**The metal 2 layer**

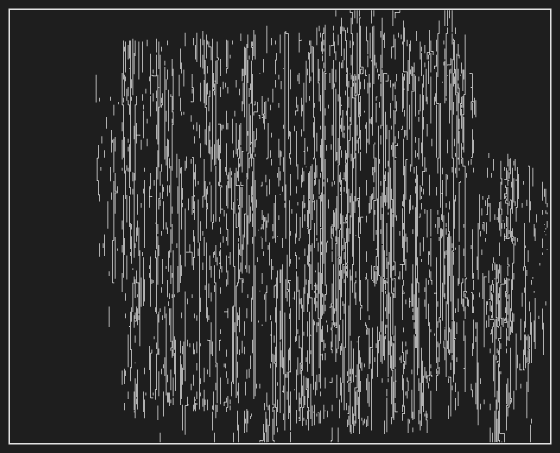
**Met3 routing**

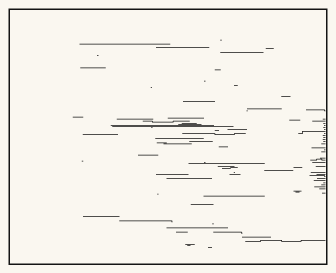
**Signal wires on met4**

The bar under the picture is 50 um long. Supply wires on this layer in grey. Cells faint in the background.
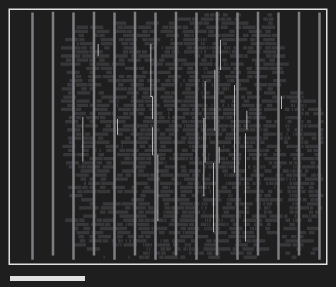
**Clock wiring as the flow saved it**

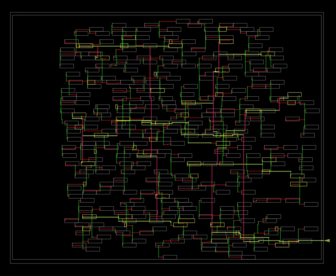
**Met1 routing**

Supply wires on this layer in grey.
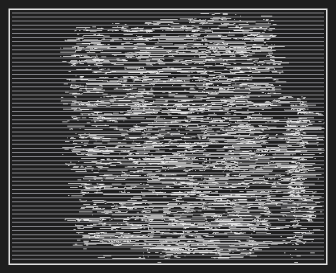
Design instr_sequencer, sky130hd; sources not shown.
==> reports/metrics.yaml <==
status:
  outcome: "finished, final reports clean"
power_and_ir_drop:
  seq_power_share_pct: 42.0
  pg_seq_mw: 1.45
  p_sw_mw: 1.072
  comb_power_share_pct: 26.6
  maxPowerGroup: "sequential cells"
  power_frac_clock_pct: 31.5
layout:
  fillCellCount: 2919
  final_layout_size_suffix_gt1_share_pct: 39.41
  nets: 1098
  non_clock_inverter_count: 11
  comb_area_share_pct: 37.45
  clkbuf_count: 46
route:
  drc: 0
  routed-wl-met3_mm: 1.223
  met2_length_mm: 14.20
global_route:
  grt_pass1_vias: 8724
  grt_pass1_wl_mm: 51.26
  antenna_found_initial: 0
worst_hold_path:
  hp-class: "flip-flop to flip-flop"
  hold_depth: 1
timing:
  setup_viol: 0
  max_slew_margin_pct: 31.39
  period_used_pct: 40.82
  rsz0062_at_grt: "false"
  min_period_ns: 4.449
synthesis:
  synth_area_mm2: 0.01375
  top_cells_by_area: "dfrtp_1, mux2_2, mux4_2"
  common_cells: "dfrtp_1, mux2_2, nand2_1"
  yosysSeqAreaShare_pct: 53.69
  syn-num-nets: 1001
  yosysWarningCount: 0
worst_setup_path:
  arrival_ns: 4.84
  r2r_cells: 7
  path_class: "input pin to flip-flop"
floorplan:
  ios: 65
  coreArea_mm2: 0.03371
  fp.dieH_um: 167.8
  num_rows: 60
clocking:
  clk_path_buf_depth: 3
  clock_sinks: 295
placement:
  dp_cells: 1459
  port_buffers: 62
  globalplace.congestion: 0.8348
About 'the metal 2 layer':
wire length on this layer: 14200 um
nets with wire on the layer: 971
main direction: vertical
longest straight run: 93.2 um
met2 GRT Util: 29.28%
overall routed net length: 31.17 mm

About 'met3 routing':
longest straight run: 80.0 um
wire length on this layer: 1220 um
share of all routed wire: 3.9%
met3 usage: 3.003%
Vias: 8245

About 'signal wires on met4':
nets with wire on the layer: 6
share of all routed wire: 1.7%
longest straight run: 71.4 um
wire length on this layer: 531 um
main direction: vertical

About 'clock wiring as the flow saved it':
clk latency late pin: 0.55 ns
FFs & Latches: 295
Clock Power: 1.09 mW
Inserted Clock Buffers: 31

About 'met1 routing':
nets with wire on the layer: 1039
main direction: horizontal
share of all routed wire: 49%
longest straight run: 89.2 um
GR Util met1: 27.18%

worst max-delay path, stage by stage:
cell	delay [ns]
clkdlybuf4s50_1	0.51
nand3b_1	0.43
nor2_1	0.23
nand2_1	0.19
nor3_2	0.60
buf_4	0.33
mux2_2	0.35
cells by family (layout without fill, tap and decap cells):
kind of cell / count (synthesis) / in the layout / synth area share (%)
adders and majority gates: 7 / 7 / 0.6370
buffers and inverters: 81 / 201 / 2.603
AOI/OAI and AO/OA: 69 / 69 / 4.359
muxes: 326 / 326 / 31.94
DFF: 295 / 295 / 53.69
and+or+nand+nor: 174 / 174 / 6.197
xor gates and xnor gates: 9 / 9 / 0.5733
Power figures rest on the tool's default switching activity, not on a simulated workload.
